Fig. 1: run 1, power grid
Bar = 100 um. Pins as bars on the die edge.
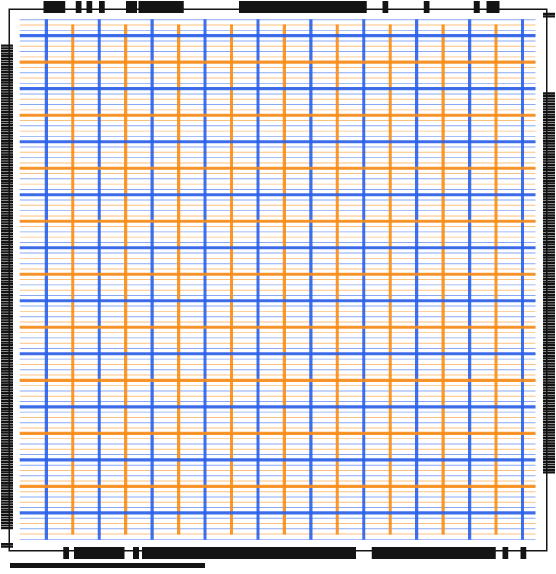
Fig. 2: run 1, cell classes on the final placement
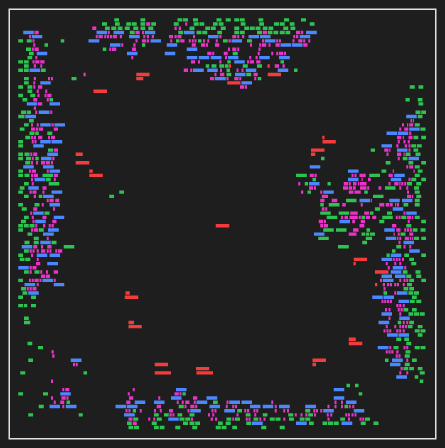
Fig. 3: run 1, routed clock nets over the placement
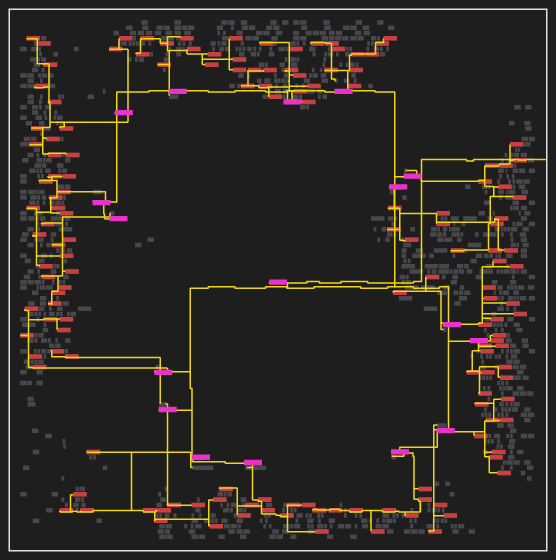
Fig. 4: run 1, routed metal, one color a layer
Bar = 100 um.
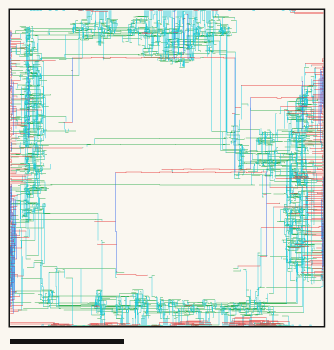
$ cat src/rtl/cache_mem_arbiter_pkg.sv
// Shared types and defaults for the I/D-cache to physical-memory arbiter.
package cache_mem_arbiter_pkg;

    localparam int unsigned DEF_ADDR_W       = 16;
    localparam int unsigned DEF_LINE_W       = 128;
    localparam int unsigned DEF_STARVE_LIMIT = 3;

    typedef logic [DEF_ADDR_W-1:0] lc3b_word;
    typedef logic [DEF_LINE_W-1:0] lc3b_line;

    typedef enum logic [1:0] {
        IDLE    = 2'd0,
        GRANT_I = 2'd1,
        GRANT_D = 2'd2,
        RELEASE = 2'd3
    } arb_state_t;

    // Counter width able to hold 0..limit (never narrower than one bit).
    function automatic int unsigned cnt_width(input int unsigned limit);
        return (limit < 1) ? 1 : $clog2(limit + 1);
    endfunction

endpackage

$ cat src/rtl/cache_mem_arbiter_if.sv
// Cache-side and memory-side line-port signals of the arbiter.
interface cache_mem_arbiter_if
    import cache_mem_arbiter_pkg::*;
#(
    parameter int unsigned ADDR_W = DEF_ADDR_W,
    parameter int unsigned LINE_W = DEF_LINE_W
) ();

    logic              icache_read;
    logic [ADDR_W-1:0] icache_address;
    logic [LINE_W-1:0] icache_rdata;
    logic              icache_resp;

    logic              dcache_read;
    logic              dcache_write;
    logic [ADDR_W-1:0] dcache_address;
    logic [LINE_W-1:0] dcache_wdata;
    logic [LINE_W-1:0] dcache_rdata;
    logic              dcache_resp;

    logic              pmem_read;
    logic              pmem_write;
    logic [ADDR_W-1:0] pmem_address;
    logic [LINE_W-1:0] pmem_wdata;
    logic [LINE_W-1:0] pmem_rdata;
    logic              pmem_resp;

    // Arbiter side.
    modport slave (
        input  icache_read, icache_address,
        input  dcache_read, dcache_write, dcache_address, dcache_wdata,
        input  pmem_rdata, pmem_resp,
        output icache_rdata, icache_resp, dcache_rdata, dcache_resp,
        output pmem_read, pmem_write, pmem_address, pmem_wdata
    );

    // Environment side: caches and physical memory.
    modport master (
        output icache_read, icache_address,
        output dcache_read, dcache_write, dcache_address, dcache_wdata,
        output pmem_rdata, pmem_resp,
        input  icache_rdata, icache_resp, dcache_rdata, dcache_resp,
        input  pmem_read, pmem_write, pmem_address, pmem_wdata
    );

endinterface

$ cat src/rtl/cache_mem_arbiter_starve_counter.sv
// Saturating count of D-cache grants made while the I-cache was waiting.
module cache_mem_arbiter_starve_counter
    import cache_mem_arbiter_pkg::*;
#(
    parameter int unsigned STARVE_LIMIT = DEF_STARVE_LIMIT
) (
    input  logic clk,
    input  logic rst,
    input  logic i_inc,
    input  logic i_clr,
    output logic o_at_limit_c
);

    localparam int unsigned      CNT_W = cnt_width(STARVE_LIMIT);
    localparam logic [CNT_W-1:0] LIMIT = CNT_W'(STARVE_LIMIT);

    logic [CNT_W-1:0] r_cnt;

    // Clear wins over increment; increment stops at the limit.
    always_ff @(posedge clk) begin
        if (rst) begin
            r_cnt <= '0;
        end else if (i_clr) begin
            r_cnt <= '0;
        end else if (i_inc && (r_cnt != LIMIT)) begin
            r_cnt <= r_cnt + CNT_W'(1);
        end
    end

    assign o_at_limit_c = (r_cnt == LIMIT);

endmodule

$ cat src/rtl/cache_mem_arbiter.sv
// Shares one physical-memory line port between the I-cache and D-cache.
// D-cache wins ties unless the I-cache has been passed over STARVE_LIMIT times.
module cache_mem_arbiter
    import cache_mem_arbiter_pkg::*;
#(
    parameter int unsigned ADDR_W       = DEF_ADDR_W,
    parameter int unsigned LINE_W       = DEF_LINE_W,
    parameter int unsigned STARVE_LIMIT = DEF_STARVE_LIMIT
) (
    input  logic              clk,
    input  logic              rst,
    cache_mem_arbiter_if.slave bus
);

    arb_state_t        r_state;
    arb_state_t        w_next_state;
    logic              r_pmem_read;
    logic              r_pmem_write;
    logic [ADDR_W-1:0] r_pmem_address;
    logic [LINE_W-1:0] r_pmem_wdata;

    logic w_d_req;
    logic w_at_limit;
    logic w_grant_i;
    logic w_grant_d;
    logic w_i_resp;
    logic w_d_resp;

    assign w_d_req = bus.dcache_read || bus.dcache_write;

    cache_mem_arbiter_starve_counter #(
        .STARVE_LIMIT (STARVE_LIMIT)
    ) u_starve (
        .clk          (clk),
        .rst          (rst),
        .i_inc        (w_grant_d && bus.icache_read),
        .i_clr        (w_grant_i),
        .o_at_limit_c (w_at_limit)
    );

    // Next-state, grant decision and response routing.
    always_comb begin
        w_next_state = r_state;
        w_grant_i    = 1'b0;
        w_grant_d    = 1'b0;
        w_i_resp     = 1'b0;
        w_d_resp     = 1'b0;
        case (r_state)
            IDLE: begin
                if (w_d_req && !(bus.icache_read && w_at_limit)) begin
                    w_grant_d    = 1'b1;
                    w_next_state = GRANT_D;
                end else if (bus.icache_read) begin
                    w_grant_i    = 1'b1;
                    w_next_state = GRANT_I;
                end
            end
            GRANT_I: begin
                if (bus.pmem_resp) begin
                    w_i_resp     = 1'b1;
                    w_next_state = RELEASE;
                end
            end
            GRANT_D: begin
                if (bus.pmem_resp) begin
                    w_d_resp     = 1'b1;
                    w_next_state = RELEASE;
                end
            end
            RELEASE: w_next_state = IDLE;
            default: w_next_state = IDLE;
        endcase
    end

    // State register plus the transaction latched from the winner at grant.
    always_ff @(posedge clk) begin
        if (rst) begin
            r_state        <= IDLE;
            r_pmem_read    <= 1'b0;
            r_pmem_write   <= 1'b0;
            r_pmem_address <= '0;
            r_pmem_wdata   <= '0;
        end else begin
            r_state <= w_next_state;
            if (w_grant_i) begin
                r_pmem_read    <= 1'b1;
                r_pmem_write   <= 1'b0;
                r_pmem_address <= bus.icache_address;
                r_pmem_wdata   <= '0;
            end else if (w_grant_d) begin
                // A simultaneous read+write request is served as the write-back.
                r_pmem_read    <= !bus.dcache_write;
                r_pmem_write   <= bus.dcache_write;
                r_pmem_address <= bus.dcache_address;
                r_pmem_wdata   <= bus.dcache_wdata;
            end else if (w_i_resp || w_d_resp) begin
                r_pmem_read    <= 1'b0;
                r_pmem_write   <= 1'b0;
            end
        end
    end

    assign bus.pmem_read    = r_pmem_read;
    assign bus.pmem_write   = r_pmem_write;
    assign bus.pmem_address = r_pmem_address;
    assign bus.pmem_wdata   = r_pmem_wdata;
    assign bus.icache_resp  = w_i_resp;
    assign bus.dcache_resp  = w_d_resp;
    assign bus.icache_rdata = bus.pmem_rdata;
    assign bus.dcache_rdata = bus.pmem_rdata;

endmodule
$ cat src/flat_wrapper.sv
// flat-port wrapper written by rule: the top's interface ports become plain ports
module cache_mem_arbiter_flat import cache_mem_arbiter_pkg::*;
#(
    parameter int unsigned ADDR_W       = DEF_ADDR_W,
    parameter int unsigned LINE_W       = DEF_LINE_W,
    parameter int unsigned STARVE_LIMIT = DEF_STARVE_LIMIT
)
  (clk, rst, bus_icache_read, bus_icache_address, bus_dcache_read, bus_dcache_write, bus_dcache_address, bus_dcache_wdata, bus_pmem_rdata, bus_pmem_resp, bus_icache_rdata, bus_icache_resp, bus_dcache_rdata, bus_dcache_resp, bus_pmem_read, bus_pmem_write, bus_pmem_address, bus_pmem_wdata);
  cache_mem_arbiter_if #(.ADDR_W(ADDR_W), .LINE_W(LINE_W)) bus_i ();
  input  logic clk;
  input  logic rst;
  input wire logic [$bits(bus_i.icache_read)-1:0] bus_icache_read;
  input wire logic [$bits(bus_i.icache_address)-1:0] bus_icache_address;
  input wire logic [$bits(bus_i.dcache_read)-1:0] bus_dcache_read;
  input wire logic [$bits(bus_i.dcache_write)-1:0] bus_dcache_write;
  input wire logic [$bits(bus_i.dcache_address)-1:0] bus_dcache_address;
  input wire logic [$bits(bus_i.dcache_wdata)-1:0] bus_dcache_wdata;
  input wire logic [$bits(bus_i.pmem_rdata)-1:0] bus_pmem_rdata;
  input wire logic [$bits(bus_i.pmem_resp)-1:0] bus_pmem_resp;
  output wire logic [$bits(bus_i.icache_rdata)-1:0] bus_icache_rdata;
  output wire logic [$bits(bus_i.icache_resp)-1:0] bus_icache_resp;
  output wire logic [$bits(bus_i.dcache_rdata)-1:0] bus_dcache_rdata;
  output wire logic [$bits(bus_i.dcache_resp)-1:0] bus_dcache_resp;
  output wire logic [$bits(bus_i.pmem_read)-1:0] bus_pmem_read;
  output wire logic [$bits(bus_i.pmem_write)-1:0] bus_pmem_write;
  output wire logic [$bits(bus_i.pmem_address)-1:0] bus_pmem_address;
  output wire logic [$bits(bus_i.pmem_wdata)-1:0] bus_pmem_wdata;
  assign bus_i.icache_read = bus_icache_read;
  assign bus_i.icache_address = bus_icache_address;
  assign bus_i.dcache_read = bus_dcache_read;
  assign bus_i.dcache_write = bus_dcache_write;
  assign bus_i.dcache_address = bus_dcache_address;
  assign bus_i.dcache_wdata = bus_dcache_wdata;
  assign bus_i.pmem_rdata = bus_pmem_rdata;
  assign bus_i.pmem_resp = bus_pmem_resp;
  assign bus_icache_rdata = bus_i.icache_rdata;
  assign bus_icache_resp = bus_i.icache_resp;
  assign bus_dcache_rdata = bus_i.dcache_rdata;
  assign bus_dcache_resp = bus_i.dcache_resp;
  assign bus_pmem_read = bus_i.pmem_read;
  assign bus_pmem_write = bus_i.pmem_write;
  assign bus_pmem_address = bus_i.pmem_address;
  assign bus_pmem_wdata = bus_i.pmem_wdata;
  cache_mem_arbiter #(.ADDR_W(ADDR_W), .LINE_W(LINE_W), .STARVE_LIMIT(STARVE_LIMIT)) u_core (.clk(clk), .rst(rst), .bus(bus_i));
endmodule
$ cat config.mk
export PLATFORM = sky130hd
export DESIGN_NAME = cache_mem_arbiter_flat
export DESIGN_NICKNAME = d
export VERILOG_FILES = /design/src/rtl/cache_mem_arbiter_pkg.sv /design/src/rtl/cache_mem_arbiter_if.sv /design/src/rtl/cache_mem_arbiter_starve_counter.sv /design/src/rtl/cache_mem_arbiter.sv /design/src/flat_wrapper.sv
export SDC_FILE = /design/constraint.sdc
export NUM_CORES = 1
export LEC_CHECK = 0
export CORE_AREA = 5 5 270 272
export DETAILED_ROUTE_END_ITERATION = 8
export DIE_AREA = 0 0 275 277
export PLACE_DENSITY = 0.49
export SLEW_MARGIN = 20
export SYNTH_ARGS = -nofsm -noshare
export SYNTH_HDL_FRONTEND = slang
export SYNTH_SLANG_ARGS = --single-unit
$ cat constraint.sdc
create_clock -name clk -period 2.25 [get_ports clk]
set_clock_uncertainty 0.05 [all_clocks]
set_input_delay 0.45 -clock clk [delete_from_list [all_inputs] [get_ports clk]]
set_output_delay 0.45 -clock clk [all_outputs]
set_load 0.05 [all_outputs]
==> out/results.txt, run 1 <==
Flop pwr share: 25.9%
Detailed Place HPWL: 22.6 mm
total grt overflow: 0
PortBufs: 313
met2 routed WL: 13.4 mm
DR DRC count: 0
CTS sink cnt: 150
routability cong.: 0.783
LEAKAGE: 0.00381 uW
Layout area overhead: 37.2%
setup bufs post-CTS: 0
P_comb: 7760 uW
Synth Area in XOR/XNOR: 0%
largest net degree at the start of global routing: 78
CP Class: register to output pin
Die W: 275 um
Worst Min Path Start: u_core.bus.pmem_wdata[113]$_SDFFE_PP0P_
Top area cell types: dfxtp_1 (36%), buf_4 (23%), a21oi_2 (9.4%), o21ai_0 (8.8%), nand3_1 (8.6%)
delay-heaviest family, CP: buffers and inverters
Tightest Pin Transition: 587 ps
synthesis area per yosys: 8370 um^2
non-filler instance count after layout: 1989
number of global-route vias before repair: 7567
Top Layer Used: met4
post-synth top area share: 35.9%
run status: completed
drt via density: 3.54
Final Cycle Share: 96.1%
Flop+latch power: 3770 uW
busiest layer in global routing: met2
worst r2r src: u_core.r_state[1]$_SDFFE_PP0P_
Pwr Total: 14600 uW
Hold Path Class: register to register
DRT met1 WL: 12.1 mm
most numerous cell in the Yosys netlist: buf_4
DR pass1 iterations: 4
routed via count: 7042
Final Setup Violations: 0
post-synth top area cell: dfxtp_1
Largest stage delay, worst path: 840 ps
Switch Pwr: 6750 uW
Mux area share: 0.120%
CTS tree: built
unrepaired setup endpoints after global routing: false
clock buffer count from CTS: 17
Worst-Skew Late Latency: 470 ps
CP startpoint kind: register
clock group share of total power: 20.8%
die area: 76200 um^2
Initial Utilization: 11.9%
## Picture notes: Fig. 1
legend:
  orange:
    net: VDD
  blue:
    net: VSS
signal pins: 698
rows: 98
met4 straps: 19
met1 rails: 99
met5 straps: 19

## Picture notes: Fig. 2
legend:
  magenta:
    class: combinational and other logic
    cells: 492
  red:
    class: clock drivers and dummy loads
    cells: 32
  blue:
    class: sequential cells
    cells: 150
  green:
    class: remaining buffers and delay cells
    cells: 364
Cell Rows: 98
utilization after layout: 16.3%
Core Region: 70500 um^2
Design Area, Final: 11500 um^2

## Picture notes: Fig. 3
legend:
  magenta:
    item: clock drivers
    count: 17
  red:
    item: flip-flops
    count: 150
  yellow:
    item: clock wires
    length: 3170 um
flops lie: widely spread

## Picture notes: Fig. 4
legend:
  cyan:
    layer: metal 2
    wire_length: 13400 um
  green:
    layer: metal 1
    wire_length: 12100 um
  blue:
    layer: metal 4
    wire_length: 1490 um
  red:
    layer: metal 3
    wire_length: 3690 um
WL/cell: 15.4 um
total wire length: 30.7 mm
Total GRT Usage: 7.85%

run 1: sequential cells by signal, indices dropped and copies added (netlist names):
| name | cells |
|---|---|
| u_core.bus.pmem_write | 1 |
| u_core.u_starve.r_cnt | 2 |
| u_core.r_state | 2 |
| u_core.bus.pmem_read | 1 |
| u_core.bus.pmem_address | 16 |
| u_core.bus.pmem_wdata | 128 |
run 1: final cells by class:
cell class / count / area [um^2]
Inverter: 2 / 7.51
Fill cell: 7913 / 59000
Tap cell: 950 / 1190
Multi-Input combinational cell: 490 / 2980
Timing Repair Buffer: 364 / 3700
Antenna cell: 1 / 2.50
Sequential cell: 150 / 3000
Clock inverter: 11 / 124
Clock buffer: 21 / 470
run 1: cell usage in the layout, fill, tap and decap left out, types with 3 or more instances in the layout:
master	count
nor2_1	16
clkdlybuf4s50_1	295
clkbuf_8	3
o21ai_0	147
clkinv_2	4
a21oi_1	43
dlygate4sd2_1	4
a311oi_1	16
dfxtp_1	150
clkbuf_16	17
nand3_1	144
dlymetal6s2s_1	3
a21oi_2	90
ha_1	5
buf_12	17
buf_4	45
run 1: worst paths after layout:
path	slack, ps	endpoint	cells past startpoint
hold reg to reg	420	u_core.bus.pmem_wdata[113]$_SDFFE_PP0P_	2
hold / removal	420	u_core.bus.pmem_wdata[113]$_SDFFE_PP0P_	2
setup / recovery	90	bus_pmem_wdata[9]	1
setup reg to reg	410	u_core.bus.pmem_wdata[73]$_SDFFE_PP0P_	7
run 1: what timing repair did:
item	in CTS	in global routing
endpoints found under the setup margin	4	3
endpoints found under the hold margin	0	0
gates resized	4	3
gates cloned	0	0
run 1: metrics by stage:
stage / hold slack [ps] / setup slack [ps]
after floorplan: 408 / 497
after global placement: 412 / 37.2
after detailed placement: 418 / 29.1
after CTS: 424 / 2.69
after global routing: 449 / 0.482
final: 424 / 88.3
==> inputs of run 2 (changes only) <==
--- a/config.mk
+++ b/config.mk
@@ -5,10 +5,10 @@
 export SDC_FILE = /design/constraint.sdc
 export NUM_CORES = 1
 export LEC_CHECK = 0
-export CORE_AREA = 5 5 270 272
+export CORE_AREA = 5 5 266 268
 export DETAILED_ROUTE_END_ITERATION = 8
-export DIE_AREA = 0 0 275 277
-export PLACE_DENSITY = 0.49
+export DIE_AREA = 0 0 271 273
+export PLACE_DENSITY = 0.5
 export SLEW_MARGIN = 20
 export SYNTH_ARGS = -nofsm -noshare
 export SYNTH_HDL_FRONTEND = slang
==> constraint.sdc (replaced) <==
create_clock -name clk -period 2.6 [get_ports clk]
set_clock_uncertainty 0.05 [all_clocks]
set_input_delay 0.52 -clock clk [delete_from_list [all_inputs] [get_ports clk]]
set_output_delay 0.52 -clock clk [all_outputs]
set_load 0.05 [all_outputs]
Fig. 5: run 2, routed metal, one color a layer
Bar = 100 um.
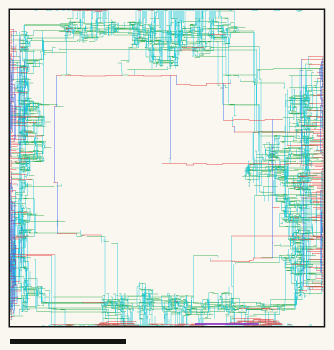
legend:
  green:
    layer: metal 1
    wire_length: 11400 um
  purple:
    layer: metal 5
    wire_length: 53.4 um
  red:
    layer: metal 3
    wire_length: 3040 um
  blue:
    layer: metal 4
    wire_length: 1790 um
  cyan:
    layer: metal 2
    wire_length: 13700 um
WL/cell: 15.7 um
Total GRT Usage: 7.82%
total wire length: 30.0 mm
routed via count: 6909

Fig. 6: run 2, cell classes on the final placement
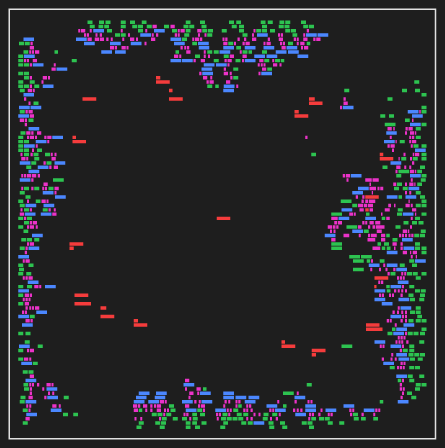
legend:
  green:
    class: remaining buffers and delay cells
    cells: 348
  red:
    class: clock drivers and dummy loads
    cells: 32
  magenta:
    class: combinational and other logic
    cells: 492
  blue:
    class: sequential cells
    cells: 150

==> run 2 against run 1 <==
Setup slack better by 210 ps. Routed wire length is 2.5% lower. Power is 15% lower. Register-to-register slack better by 280 ps. Design area is 2.0% lower. Largest power group unchanged.
==> out/results.txt, run 2 <==
Min-Delay Path Depth: 2 (unchanged)
post-synth top area cell: dfxtp_1 (unchanged)
logic area: 2980 um^2 (unchanged)
number of global-route vias before repair: 7210 (was 7567)
run status: completed (unchanged)
DR pass1 iterations: 5 (was 4)
non-filler instance count after layout: 1904 (was 1989)
CTS sink cnt: 150 (unchanged)
setup bufs post-CTS: 0 (unchanged)
DR DRC count: 0 (unchanged)
Worst-Skew Late Latency: 450 ps (was 470 ps)
Hold Path Class: register to register (unchanged)
Final Setup Violations: 0 (unchanged)
Final Cycle Share: 88.6%
FF-to-FF End: u_core.bus.pmem_wdata[59]$_SDFFE_PP0P_ (was u_core.bus.pmem_wdata[73]$_SDFFE_PP0P_)
die area: 74000 um^2 (was 76200 um^2)
most numerous cell in the Yosys netlist: buf_4 (unchanged)
Largest stage delay, worst path: 930 ps (was 840 ps)
Layout area overhead: 34.5% (was 37.2%)
CP startpoint kind: register (unchanged)
fill count: 7562 (was 7913)
Cell Rows: 96 (was 98)
Die W: 271 um (was 275 um)
CP Class: register to output pin (unchanged)
total grt overflow: 0 (unchanged)
diode count: 0 (was 1)
unrepaired setup endpoints after global routing: false (unchanged)
number of flip-flops in the largest register: 128 (unchanged)
utilization after layout: 16.5% (was 16.3%)
largest net degree at the start of global routing: 73 (was 78)
Hold EP: u_core.bus.pmem_wdata[83]$_SDFFE_PP0P_ (was u_core.bus.pmem_wdata[113]$_SDFFE_PP0P_)
clock buffer count from CTS: 17 (unchanged)
synthesis area per yosys: 8370 um^2 (unchanged)
number of gates resized after cts: 0 (was 4)
Top area cell types: dfxtp_1 (36%), buf_4 (23%), a21oi_2 (9.4%), o21ai_0 (8.8%), nand3_1 (8.6%) (unchanged)
routability cong.: 0.754 (was 0.783)
R2R setup slack: 690 ps (was 410 ps)
Initial Utilization: 12.3% (was 11.9%)
post-synth top area share: 35.9% (unchanged)
Tightest Pin Transition: 687 ps (was 587 ps)
worst r2r src: u_core.r_state[1]$_SDFFE_PP0P_ (unchanged)
Fig. 7: run 2, routed clock nets over the placement
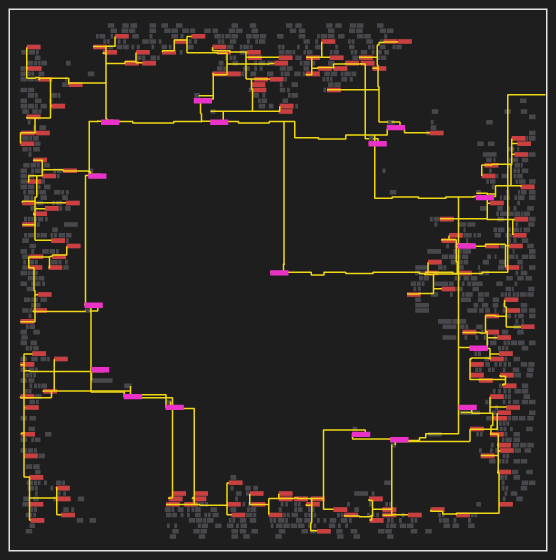
legend:
  magenta:
    item: clock drivers
    count: 17
  red:
    item: flip-flops
    count: 150
  yellow:
    item: clock wires
    length: 3120 um
routed clock nets: 18

==> run 2: cell counts after synthesis <==
No cell type changed its count.
==> run 2: per-stage QoR <==
stage	instance area (um^2)	power (uW)	setup WS [ps]
after global placement	10700	9810	279
after global routing	11200	13100	204
after floorplan	8370	8590	847
after detailed placement	10700	9890	283
final	11200	12400	296
after CTS	11200	12700	202
==> run 2: logic make-up after synthesis <==
| kind of cell | count (synthesis) | synth area share (%) |
|---|---|---|
| adders and majority gates | 5 | 0.748 |
| AOI/OAI and AO/OA | 309 | 23.9 |
| and+or+nand+nor | 175 | 10.5 |
| muxes | 1 | 0.120 |
| DFF | 150 | 35.9 |
| buffers and inverters | 343 | 28.8 |
==> run 2: layout make-up <==
type / count / area share [%]
multi-input cells: 490 / 26.5
clock inverters: 14 / 1.46
clock buffers: 18 / 3.82
inverters: 2 / 0.0667
repair buffers: 348 / 31.7
flip-flops and latches: 150 / 26.7
well taps: 882 / 9.81
==> run 2: how the worst max path moves through the flow <==
| stage | to | cells after the start |
|---|---|---|
| after floorplan | u_core.bus.pmem_wdata[0]$_SDFFE_PP0P_ | 10 |
| after global placement | u_core.bus.pmem_wdata[59]$_SDFFE_PP0P_ | 5 |
| after detailed placement | u_core.bus.pmem_wdata[59]$_SDFFE_PP0P_ | 5 |
| after CTS | bus_pmem_wdata[5] | 1 |
| after global routing | bus_pmem_wdata[108] | 1 |
| final | bus_pmem_wdata[5] | 1 |
==> run 2: power by group <==
group	internal [uW]	total [uW]	switching [uW]	leakage (uW)
clock network	1440	2620	1180	0.000274
registers	2920	3240	317	0.00124
logic	2250	6550	4300	0.00211
==> run 2: per-layer routing <==
metal,track usage (%),up-vias,share of wire [%]
met2,12.5,388,46
met4,5.58,2,6.0
li1,-,3195,-
met3,3.73,123,10
met1,8.05,3201,38
met5,0.526,-,0.18
==> inputs of run 3 (changes only) <==
--- a/config.mk
+++ b/config.mk
@@ -9,6 +9,7 @@
 export DETAILED_ROUTE_END_ITERATION = 8
 export DIE_AREA = 0 0 271 273
 export PLACE_DENSITY = 0.5
+export SKIP_LAST_GASP = 1
 export SLEW_MARGIN = 20
 export SYNTH_ARGS = -nofsm -noshare
 export SYNTH_HDL_FRONTEND = slang
Fig. 8: run 3, power grid
Bar = 100 um. Pins as bars on the die edge.
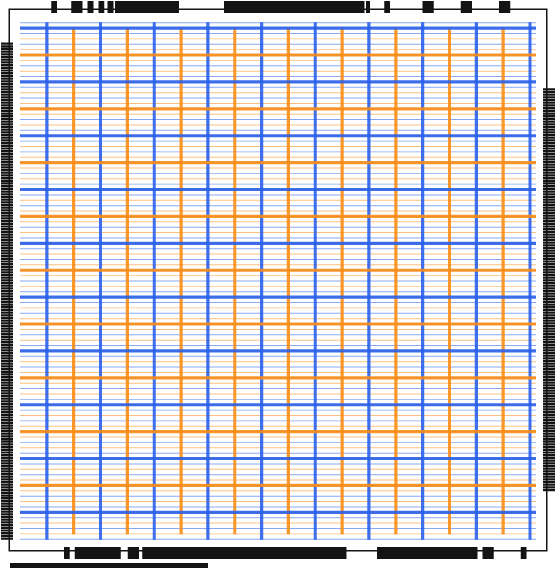
legend:
  blue:
    net: VSS
  orange:
    net: VDD
met1 rails: 97
signal pins: 698
met4 straps: 19
met5 straps: 19
rows: 96
Max IR drop VDD: 0.000386 V
DIE HEIGHT: 273 um
Die W: 271 um
Core Region: 68100 um^2

Fig. 9: run 3, routed metal, one color a layer
Bar = 100 um.
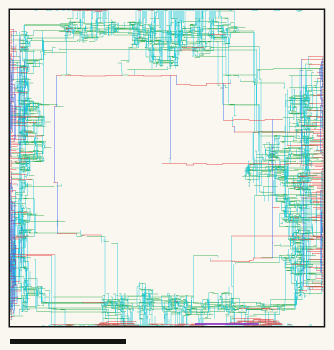
legend:
  red:
    layer: metal 3
    wire_length: 3040 um
  green:
    layer: metal 1
    wire_length: 11400 um
  purple:
    layer: metal 5
    wire_length: 53.4 um
  blue:
    layer: metal 4
    wire_length: 1790 um
  cyan:
    layer: metal 2
    wire_length: 13700 um

==> run 3 against run 2 <==
Flip-flop count unchanged. Non-clock buffer count stayed put. Critical endpoint unchanged. Largest cell class unchanged. Maximum frequency did not move. Combinational power about the same. Sequential power barely moved. Critical path depth stayed put. Routed wire length stayed put.
==> out/results.txt, run 3 <==
run status: completed (unchanged)
synthesis area per yosys: 8370 um^2 (unchanged)
Tightest Pin Transition: 687 ps (unchanged)
most numerous cell in the Yosys netlist: buf_4 (unchanged)
clock-net power: 2620 uW (about the same)
crit path to: bus_pmem_wdata[5] (unchanged)
clock buffer count from CTS: 17 (unchanged)
total wire length: 30.0 mm (unchanged)
Largest stage delay, worst path: 930 ps (about the same)
Synth Area in XOR/XNOR: 0% (unchanged)
placed cell area: 10700 um^2 (unchanged)
CP startpoint kind: register (unchanged)
Mux area share: 0.120% (unchanged)
Max power group: combinational cells (unchanged)
Top area cell types: dfxtp_1 (36%), buf_4 (23%), a21oi_2 (9.4%), o21ai_0 (8.8%), nand3_1 (8.6%) (unchanged)
Critical Path Stages: 1 (unchanged)
LEAKAGE: 0.00362 uW (unchanged)
routed via count: 6909 (unchanged)
Design Area, Final: 11200 um^2 (unchanged)
drt via density: 3.63 (unchanged)
Pwr Total: 12400 uW (unchanged)
Detailed Place HPWL: 21.8 mm (unchanged)
fill count: 7562 (unchanged)
Switch Pwr: 5800 uW (unchanged)
unrepaired setup endpoints after global routing: false (unchanged)
largest net degree at the start of global routing: 73 (unchanged)
CP Class: register to output pin (unchanged)
delay-heaviest family, CP: buffers and inverters (unchanged)
sw frac: 46.8% (unchanged)
CTS tree: built (unchanged)
Logic pwr share: 52.8% (about the same)
Setup WS post-layout: 296 ps (unchanged)
aoi share: 23.9% (unchanged)
total grt overflow: 0 (unchanged)
diode count: 0 (unchanged)
Cell Rows: 96 (unchanged)
number of gates resized after cts: 0 (unchanged)
post-placement setup slack: 283 ps (unchanged)
number of flip-flops in the largest register: 128 (unchanged)
Flop+latch power: 3240 uW (about the same)
Top cell excl fill/tap: clkdlybuf4s50_1 (unchanged)
Fig. 10: run 3, cell classes on the final placement
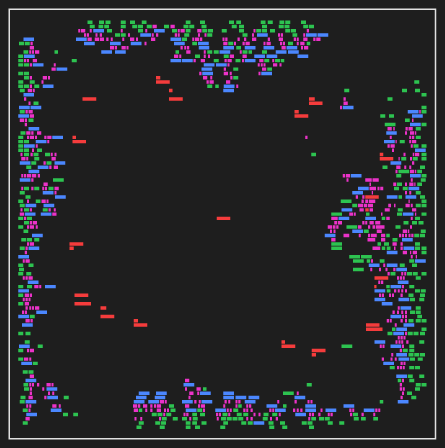
legend:
  red:
    class: clock drivers and dummy loads
    cells: 32
  blue:
    class: sequential cells
    cells: 150
  magenta:
    class: combinational and other logic
    cells: 492
  green:
    class: remaining buffers and delay cells
    cells: 348

-- run 3: cell counts in the layout (fill, tap and decap cells not counted) --
No cell type changed its count.
-- run 3: per-layer routing --
metal  vias up  track usage [%]  share of wire, %
met4         2             5.58               6.0
met5         -            0.526              0.18
met3       123             3.73                10
li1       3195                -                 -
met1      3201             8.05                38
met2       388             12.5                46
-- run 3: kinds of logic (layout without fill, tap and decap cells) --
kind of cell,count (synthesis),count (layout)
buffers and inverters,343,382
AOI/OAI and AO/OA,309,309
and+or+nand+nor,175,175
DFF,150,150
adders and majority gates,5,5
muxes,1,1
-- run 3: final cells by class --
type,instances,area share (%)
clock buffers,18,3.82
inverters,2,0.0667
clock inverters,14,1.46
flip-flops and latches,150,26.7
repair buffers,348,31.7
well taps,882,9.81
multi-input cells,490,26.5
-- run 3: worst min path at each step --
stage / from / to / slack (ps) / cells after the start
4_1_cts: u_core.bus.pmem_wdata[83]$_SDFFE_PP0P_ / u_core.bus.pmem_wdata[83]$_SDFFE_PP0P_ / 420 / 2
3_5_place_dp: u_core.bus.pmem_wdata[83]$_SDFFE_PP0P_ / u_core.bus.pmem_wdata[83]$_SDFFE_PP0P_ / 410 / 2
6_report: u_core.bus.pmem_wdata[83]$_SDFFE_PP0P_ / u_core.bus.pmem_wdata[83]$_SDFFE_PP0P_ / 420 / 2
3_3_place_gp: u_core.bus.pmem_wdata[84]$_SDFFE_PP0P_ / u_core.bus.pmem_wdata[84]$_SDFFE_PP0P_ / 410 / 2
2_1_floorplan: u_core.u_starve.r_cnt[1]$_SDFFE_PP0P_ / u_core.u_starve.r_cnt[1]$_SDFFE_PP0P_ / 410 / 2
5_1_grt: u_core.bus.pmem_wdata[110]$_SDFFE_PP0P_ / u_core.bus.pmem_wdata[110]$_SDFFE_PP0P_ / 440 / 2
No activity file was given, so power comes from the tool's default toggle rates.
